**M2 wires**

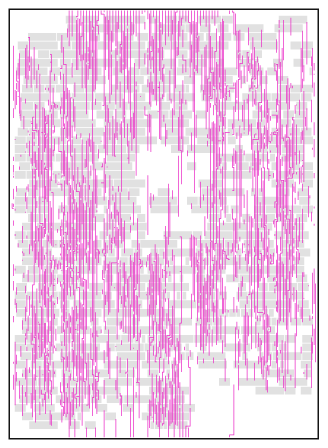
**Signal wires on met3**

The bar under the picture is 20 um long.
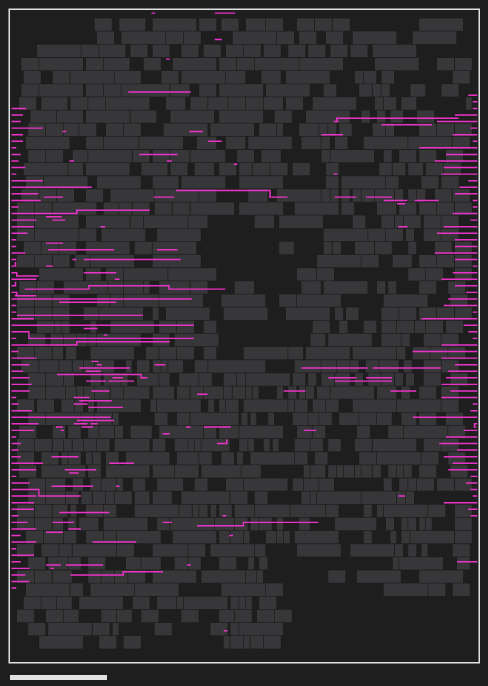
**Routed clock nets over the placement**

The bar under the picture is 20 um long.
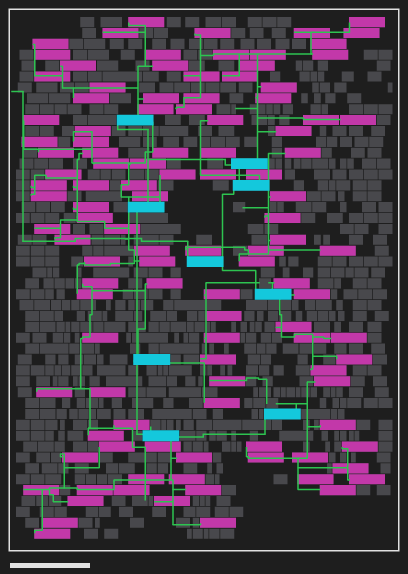
**Signal wires by layer**

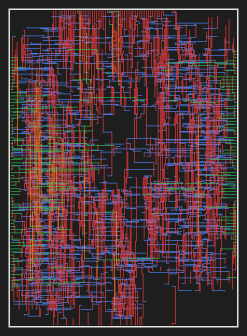
## src/rtl/lsu_seq_ctrl_if.sv

```systemverilog
// Request, response and data-memory port bundle of the sequential load/store unit.
// master: the LSU itself; slave: the MEM stage plus data memory facing it.
interface lsu_seq_ctrl_if #(
  parameter int unsigned XLEN   = 32,
  parameter int unsigned ADDR_W = 32
);
  localparam int unsigned B = XLEN / 8;

  logic              req_valid;
  logic              req_ready;
  logic [3:0]        sl_type;
  logic [ADDR_W-1:0] addr;
  logic [XLEN-1:0]   store_data;
  logic              resp_valid;
  logic              resp_err;
  logic [XLEN-1:0]   load_data;
  logic              mem_req;
  logic              mem_gnt;
  logic              mem_we;
  logic [ADDR_W-1:0] mem_addr;
  logic [B-1:0]      mem_wstrb;
  logic [XLEN-1:0]   mem_wdata;
  logic              mem_rvalid;
  logic [XLEN-1:0]   mem_rdata;

  modport master (
    input  req_valid, sl_type, addr, store_data, mem_gnt, mem_rvalid, mem_rdata,
    output req_ready, resp_valid, resp_err, load_data,
           mem_req, mem_we, mem_addr, mem_wstrb, mem_wdata
  );

  modport slave (
    output req_valid, sl_type, addr, store_data, mem_gnt, mem_rvalid, mem_rdata,
    input  req_ready, resp_valid, resp_err, load_data,
           mem_req, mem_we, mem_addr, mem_wstrb, mem_wdata
  );
endinterface

```

## src/rtl/lsu_seq_ctrl.sv

```systemverilog
// Sequential load/store unit: one access per handshake, req/gnt/rvalid memory port.
// Define MISALIGN_SPLIT_EN to run beat-crossing accesses as two beats instead of erroring.
module lsu_seq_ctrl #(
  parameter int unsigned XLEN   = 32,
  parameter int unsigned ADDR_W = 32
) (
  input  logic          clk,
  input  logic          rst_n,
  lsu_seq_ctrl_if.master bus
);
  localparam int unsigned B     = XLEN / 8;
  localparam int unsigned OFF_W = $clog2(B);

  localparam logic [2:0] IDLE  = 3'd0;
  localparam logic [2:0] BEAT0 = 3'd1;
  localparam logic [2:0] WAIT0 = 3'd2;
  localparam logic [2:0] BEAT1 = 3'd3;
  localparam logic [2:0] WAIT1 = 3'd4;
  localparam logic [2:0] DONE  = 3'd5;

  logic [2:0]        state;
  logic              is_store_q;
  logic              is_unsigned_q;
  logic [3:0]        n_q;
  logic [OFF_W-1:0]  off_q;
  logic              resp_err_q;
  logic [XLEN-1:0]   load_q;
  logic              mem_req_q;
  logic              mem_we_q;
  logic [ADDR_W-1:0] mem_addr_q;
  logic [B-1:0]      mem_wstrb_q;
  logic [XLEN-1:0]   mem_wdata_q;

  function automatic logic [B-1:0] byte_mask(input logic [3:0] n);
    logic [B-1:0] m;
    m = '0;
    for (int unsigned i = 0; i < B; i++)
      if (i < 32'(n)) m[i] = 1'b1;
    return m;
  endfunction

  function automatic logic [XLEN-1:0] bit_mask(input logic [B-1:0] bm);
    logic [XLEN-1:0] m;
    m = '0;
    for (int unsigned i = 0; i < B; i++)
      m[8*i +: 8] = {8{bm[i]}};
    return m;
  endfunction

  // Shift the two-beat window down to the access offset, keep n bytes, extend.
  function automatic logic [XLEN-1:0] extract(input logic [2*XLEN-1:0] raw,
                                              input logic [OFF_W-1:0]  off,
                                              input logic [3:0]        n,
                                              input logic              uns);
    logic [2*XLEN-1:0] sh;
    logic [XLEN-1:0]   m;
    logic              sgn;
    sh = raw >> {off, 3'b000};
    m  = bit_mask(byte_mask(n));
    case (n)
      4'd1:    sgn = sh[7];
      4'd2:    sgn = sh[15];
      4'd4:    sgn = sh[31];
      default: sgn = sh[XLEN-1];
    endcase
    return (sh[XLEN-1:0] & m) | ((!uns && sgn) ? ~m : '0);
  endfunction

  logic [3:0]       n_in;
  logic [OFF_W-1:0] off_in;
  logic [B-1:0]     bmask_in;
  logic             illegal_in;
  logic             cross_in;
  logic [XLEN-1:0]  lo_d;
  logic [B-1:0]     lo_s;

  always_comb begin
    case (bus.sl_type[1:0])
      2'b01:   n_in = 4'd1;
      2'b10:   n_in = 4'd2;
      2'b11:   n_in = 4'd4;
      default: n_in = 4'd8;
    endcase
    illegal_in = (bus.sl_type[1:0] == 2'b00) && (XLEN == 32);
    off_in     = bus.addr[OFF_W-1:0];
    bmask_in   = byte_mask(n_in);
    cross_in   = (32'(off_in) + 32'(n_in)) > B;
  end

`ifdef MISALIGN_SPLIT_EN
  logic [2*XLEN-1:0] wide_d;
  logic [2*B-1:0]    wide_s;
  logic [XLEN-1:0]   hi_d;
  logic [B-1:0]      hi_s;
  logic              split_q;
  logic [XLEN-1:0]   hi_d_q;
  logic [B-1:0]      hi_s_q;
  logic [XLEN-1:0]   rdata0_q;

  always_comb begin
    wide_d = {{XLEN{1'b0}}, bus.store_data & bit_mask(bmask_in)} << {off_in, 3'b000};
    wide_s = {{B{1'b0}}, bmask_in} << off_in;
    lo_d   = wide_d[XLEN-1:0];
    hi_d   = wide_d[2*XLEN-1:XLEN];
    lo_s   = wide_s[B-1:0];
    hi_s   = wide_s[2*B-1:B];
  end
`else
  always_comb begin
    lo_d = (bus.store_data & bit_mask(bmask_in)) << {off_in, 3'b000};
    lo_s = bmask_in << off_in;
  end
`endif

  always_ff @(posedge clk or negedge rst_n) begin
    if (!rst_n) begin
      state         <= IDLE;
      is_store_q    <= 1'b0;
      is_unsigned_q <= 1'b0;
      n_q           <= '0;
      off_q         <= '0;
      resp_err_q    <= 1'b0;
      load_q        <= '0;
      mem_req_q     <= 1'b0;
      mem_we_q      <= 1'b0;
      mem_addr_q    <= '0;
      mem_wstrb_q   <= '0;
      mem_wdata_q   <= '0;
`ifdef MISALIGN_SPLIT_EN
      split_q       <= 1'b0;
      hi_d_q        <= '0;
      hi_s_q        <= '0;
      rdata0_q      <= '0;
`endif
    end else begin
      case (state)
        IDLE: begin
          if (bus.req_valid) begin
            is_store_q    <= bus.sl_type[3];
            is_unsigned_q <= bus.sl_type[2];
            n_q           <= n_in;
            off_q         <= off_in;
            resp_err_q    <= 1'b0;
            if (illegal_in) begin
              resp_err_q <= 1'b1;
              if (!bus.sl_type[3]) load_q <= '0;
              state <= DONE;
`ifndef MISALIGN_SPLIT_EN
            end else if (cross_in) begin
              resp_err_q <= 1'b1;
              state      <= DONE;
`endif
            end else begin
              mem_req_q   <= 1'b1;
              mem_we_q    <= bus.sl_type[3];
              mem_addr_q  <= {bus.addr[ADDR_W-1:OFF_W], {OFF_W{1'b0}}};
              mem_wstrb_q <= bus.sl_type[3] ? lo_s : '0;
              mem_wdata_q <= bus.sl_type[3] ? lo_d : '0;
`ifdef MISALIGN_SPLIT_EN
              split_q     <= cross_in;
              hi_s_q      <= bus.sl_type[3] ? hi_s : '0;
              hi_d_q      <= bus.sl_type[3] ? hi_d : '0;
`endif
              state       <= BEAT0;
            end
          end
        end
        BEAT0: begin
          if (bus.mem_gnt) begin
            mem_req_q <= 1'b0;
            state     <= WAIT0;
          end
        end
        WAIT0: begin
          if (bus.mem_rvalid) begin
`ifdef MISALIGN_SPLIT_EN
            if (split_q) begin
              rdata0_q    <= bus.mem_rdata;
              mem_req_q   <= 1'b1;
              mem_addr_q  <= mem_addr_q + ADDR_W'(B);
              mem_wstrb_q <= hi_s_q;
              mem_wdata_q <= hi_d_q;
              state       <= BEAT1;
            end else begin
              if (!is_store_q)
                load_q <= extract({{XLEN{1'b0}}, bus.mem_rdata}, off_q, n_q, is_unsigned_q);
              state <= DONE;
            end
`else
            if (!is_store_q)
              load_q <= extract({{XLEN{1'b0}}, bus.mem_rdata}, off_q, n_q, is_unsigned_q);
            state <= DONE;
`endif
          end
        end
`ifdef MISALIGN_SPLIT_EN
        BEAT1: begin
          if (bus.mem_gnt) begin
            mem_req_q <= 1'b0;
            state     <= WAIT1;
          end
        end
        WAIT1: begin
          if (bus.mem_rvalid) begin
            if (!is_store_q)
              load_q <= extract({bus.mem_rdata, rdata0_q}, off_q, n_q, is_unsigned_q);
            state <= DONE;
          end
        end
`endif
        DONE:    state <= IDLE;
        default: state <= IDLE;
      endcase
    end
  end

  assign bus.req_ready  = (state == IDLE);
  assign bus.resp_valid = (state == DONE);
  assign bus.resp_err   = resp_err_q;
  assign bus.load_data  = load_q;
  assign bus.mem_req    = mem_req_q;
  assign bus.mem_we     = mem_we_q;
  assign bus.mem_addr   = mem_addr_q;
  assign bus.mem_wstrb  = mem_wstrb_q;
  assign bus.mem_wdata  = mem_wdata_q;
endmodule

```

## src/flat_wrapper.sv

```systemverilog
// flat-port wrapper written by rule: the top's interface ports become plain ports
module lsu_seq_ctrl_flat 
#(
  parameter int unsigned XLEN   = 32,
  parameter int unsigned ADDR_W = 32
)
  (clk, rst_n, bus_req_valid, bus_sl_type, bus_addr, bus_store_data, bus_mem_gnt, bus_mem_rvalid, bus_mem_rdata, bus_req_ready, bus_resp_valid, bus_resp_err, bus_load_data, bus_mem_req, bus_mem_we, bus_mem_addr, bus_mem_wstrb, bus_mem_wdata);
  lsu_seq_ctrl_if #(.XLEN(XLEN), .ADDR_W(ADDR_W)) bus_i ();
  input  logic clk;
  input  logic rst_n;
  input wire logic [$bits(bus_i.req_valid)-1:0] bus_req_valid;
  input wire logic [$bits(bus_i.sl_type)-1:0] bus_sl_type;
  input wire logic [$bits(bus_i.addr)-1:0] bus_addr;
  input wire logic [$bits(bus_i.store_data)-1:0] bus_store_data;
  input wire logic [$bits(bus_i.mem_gnt)-1:0] bus_mem_gnt;
  input wire logic [$bits(bus_i.mem_rvalid)-1:0] bus_mem_rvalid;
  input wire logic [$bits(bus_i.mem_rdata)-1:0] bus_mem_rdata;
  output wire logic [$bits(bus_i.req_ready)-1:0] bus_req_ready;
  output wire logic [$bits(bus_i.resp_valid)-1:0] bus_resp_valid;
  output wire logic [$bits(bus_i.resp_err)-1:0] bus_resp_err;
  output wire logic [$bits(bus_i.load_data)-1:0] bus_load_data;
  output wire logic [$bits(bus_i.mem_req)-1:0] bus_mem_req;
  output wire logic [$bits(bus_i.mem_we)-1:0] bus_mem_we;
  output wire logic [$bits(bus_i.mem_addr)-1:0] bus_mem_addr;
  output wire logic [$bits(bus_i.mem_wstrb)-1:0] bus_mem_wstrb;
  output wire logic [$bits(bus_i.mem_wdata)-1:0] bus_mem_wdata;
  assign bus_i.req_valid = bus_req_valid;
  assign bus_i.sl_type = bus_sl_type;
  assign bus_i.addr = bus_addr;
  assign bus_i.store_data = bus_store_data;
  assign bus_i.mem_gnt = bus_mem_gnt;
  assign bus_i.mem_rvalid = bus_mem_rvalid;
  assign bus_i.mem_rdata = bus_mem_rdata;
  assign bus_req_ready = bus_i.req_ready;
  assign bus_resp_valid = bus_i.resp_valid;
  assign bus_resp_err = bus_i.resp_err;
  assign bus_load_data = bus_i.load_data;
  assign bus_mem_req = bus_i.mem_req;
  assign bus_mem_we = bus_i.mem_we;
  assign bus_mem_addr = bus_i.mem_addr;
  assign bus_mem_wstrb = bus_i.mem_wstrb;
  assign bus_mem_wdata = bus_i.mem_wdata;
  lsu_seq_ctrl #(.XLEN(XLEN), .ADDR_W(ADDR_W)) u_core (.clk(clk), .rst_n(rst_n), .bus(bus_i));
endmodule
```

## config.mk

```make
export PLATFORM = sky130hd
export DESIGN_NAME = lsu_seq_ctrl_flat
export DESIGN_NICKNAME = d
export VERILOG_FILES = /design/src/rtl/lsu_seq_ctrl_if.sv /design/src/rtl/lsu_seq_ctrl.sv /design/src/flat_wrapper.sv
export SDC_FILE = /design/constraint.sdc
export NUM_CORES = 1
export LEC_CHECK = 0
export CORE_ASPECT_RATIO = 1.4
export CORE_MARGIN = 1
export CORE_UTILIZATION = 45
export CTS_CLUSTER_SIZE = 25
export DETAILED_ROUTE_END_ITERATION = 16
export MAX_ROUTING_LAYER = met4
export PLACE_DENSITY = 0.82
export SLEW_MARGIN = 20
export SYNTH_ARGS = -nofsm -noshare
export SYNTH_HDL_FRONTEND = slang
export SYNTH_SLANG_ARGS = --single-unit
```

## constraint.sdc

```tcl
create_clock -name clk -period 2.68 [get_ports clk]
set_input_delay 0.804 -clock clk [delete_from_list [all_inputs] [get_ports clk]]
set_output_delay 0.804 -clock clk [all_outputs]
set_load 0.01 [all_outputs]
```

==> Slide: Implementation Results <==
Synthesis and Place & Route Summary

Status
  • Outcome: complete, no violations

STA
  • Final-report hold violation count: 0
  • Fmax: 0.3754 GHz
  • Relative slew slack: 47.85%
  • Min Tclk post-route: 2664 ps
  • Final-report max-slew violation count: 0

Floorplan
  • I/O pin count: 210
  • Die H: 135.0 um
  • Fp util: 46.15%
  • Core Region: 12310 um^2
  • Die span in x: 96.97 um

Clock network
  • Clock Sink Count: 112
  • Latency at later pin: 350 ps
  • Max H-tree Level: 3

Synth
  • EDFF count, synth: 0
  • Commonest cells post-synth: dfrtp_1, mux2_2, o21ai_0
  • Yosys top cell by instances: dfrtp_1
  • Synthesis Warnings: 0
  • Top cell area share: 49.33%
  • Most common reg cell: dfrtp_1
  • FFs w/ async S/R, synth: 100.0%

Global routing
  • GRT Overall Usage: 28.62%
  • Number of global-route vias before repair: 5593

Final layout
  • Non-Filler Instances: 902
  • Logic area: 2754 um^2
  • Antenna diodes: 0
  • Post-route core utilization: 71.80%

Setup path
  • CP endpoint kind: flip-flop
  • Largest delay share family, worst path: adder cells
  • WP buf/inv: 6
  • CP Capture Point: u_core.bus.mem_addr[11]

Power
  • Comb power frac: 51.4%
  • Post-layout total power: 8.823 mW

Placement
  • Placed cells: 869

Route
  • Wire per inst: 20.39 um
  • Starting DRC count in detailed routing: 307
  • Via count: 5295

Flow run
  • Max-Cap Viols: 0
About 'M2 wires':
share of all routed wire: 52%
main direction: vertical

About 'signal wires on met3':
main direction: horizontal
longest straight run: 37.5 um

About 'routed clock nets over the placement':
[flip-flops] magenta | count: 112
[clock-net drivers] cyan | count: 9
[clock wires] green | length: 1320 um
routed clock nets: 10

About 'signal wires by layer':
| layer | color | wire length |
|---|---|---|
| M4 | orange | 821 um |
| M3 | green | 1250 um |
| M1 | blue | 6670 um |
| M2 | red | 9650 um |

state kept, by name (all words and copies together) (netlist names):
signal                count
u_core.bus.load_data     32
u_core.n_q                4
u_core.off_q              2
u_core.bus.mem_addr      30
u_core.bus.mem_req        1
u_core.bus.mem_wdata     32
u_core.state              3
u_core.is_unsigned_q      1
u_core.is_store_q         1
u_core.bus.mem_we         1
u_core.bus.resp_err       1
u_core.bus.mem_wstrb      4
cells by family after synthesis:
logic type	count (synthesis)	share of synthesized area (%)
AOI/OAI and AO/OA	179	22.53
DFF	112	49.33
and+or+nand+nor	82	7.664
muxes	72	13.74
buffers and inverters	48	4.250
adders and majority gates	9	2.114
xor gates and xnor gates	2	0.3084
other	1	0.06600
timing repair:
action | in CTS | in global routing
hold endpoints to repair | 0 | 0
buffers inserted | 8 | 3
setup endpoints to repair | 69 | 68
cloned | 6 | 2
pin swaps | 18 | 15
resized | 29 | 9
power groups by stage:
stage | clock network (mW) | registers (mW) | logic (mW)
after CTS | 1.32 | 2.98 | 4.51
after global placement | 0 | 2.96 | 4.23
after detailed placement | 0 | 3.00 | 4.36
after floorplan | 0 | 3.17 | 1.96
final | 1.29 | 2.99 | 4.54
after global routing | 1.39 | 3.08 | 4.83
cell type report:
class                      instances  share of cell area [%]
sequential                       112                   31.71
inverter                          10                  0.6086
timing repair buffer             268                   31.27
tap                              150                   2.123
clock buffer                      11                   2.633
clock inverter                     5                  0.5096
multi-input combinational        346                   31.15
worst min path at each step:
| stage | startpoint | to | slack, ps |
|---|---|---|---|
| after floorplan | u_core.is_store_q | u_core.is_store_q | 490 |
| after global placement | u_core.bus.mem_we | u_core.bus.mem_we | 460 |
| after detailed placement | u_core.bus.mem_we | u_core.bus.mem_we | 470 |
| after CTS | rst_n | u_core.bus.load_data[6] | 430 |
| after global routing | rst_n | u_core.bus.load_data[6] | 450 |
| final | rst_n | u_core.bus.load_data[6] | 420 |
worst register-to-register path, delay by kind of cell, from the launching register on:
kind                   cells  cell delay [ps]
buffers and inverters      2              230
flip-flops                 1              530
AND-OR/OR-AND              3              660
AND/OR/NAND/NOR            1              650
cell usage in the layout, fill, tap and decap left out, types with 3 or more instances in the layout:
| cell | synthesis | final |
|---|---|---|
| nor3_1 | 6 | 6 |
| o22ai_1 | 8 | 8 |
| inv_6 | 0 | 3 |
| buf_12 | 2 | 8 |
| o2bb2ai_1 | 8 | 8 |
| inv_1 | 10 | 6 |
| mux2_2 | 48 | 38 |
| buf_6 | 0 | 6 |
| mux2_4 | 0 | 10 |
| clkbuf_16 | 0 | 11 |
| buf_4 | 4 | 44 |
| clkdlybuf4s50_1 | 0 | 202 |
| nor2b_1 | 3 | 3 |
| mux2i_1 | 24 | 24 |
| a21oi_1 | 24 | 23 |
| buf_16 | 0 | 3 |
| a32o_1 | 17 | 16 |
| o21ai_0 | 42 | 42 |
| nor3b_1 | 3 | 3 |
| a21o_1 | 10 | 10 |
| nor2_1 | 10 | 10 |
| inv_2 | 0 | 3 |
| dfrtp_1 | 112 | 112 |
| a22o_1 | 18 | 18 |
| nand2b_1 | 10 | 9 |
| nand2_1 | 36 | 36 |
| a22oi_1 | 33 | 33 |
| ha_1 | 8 | 5 |
Power and IR drop assume default switching activity.
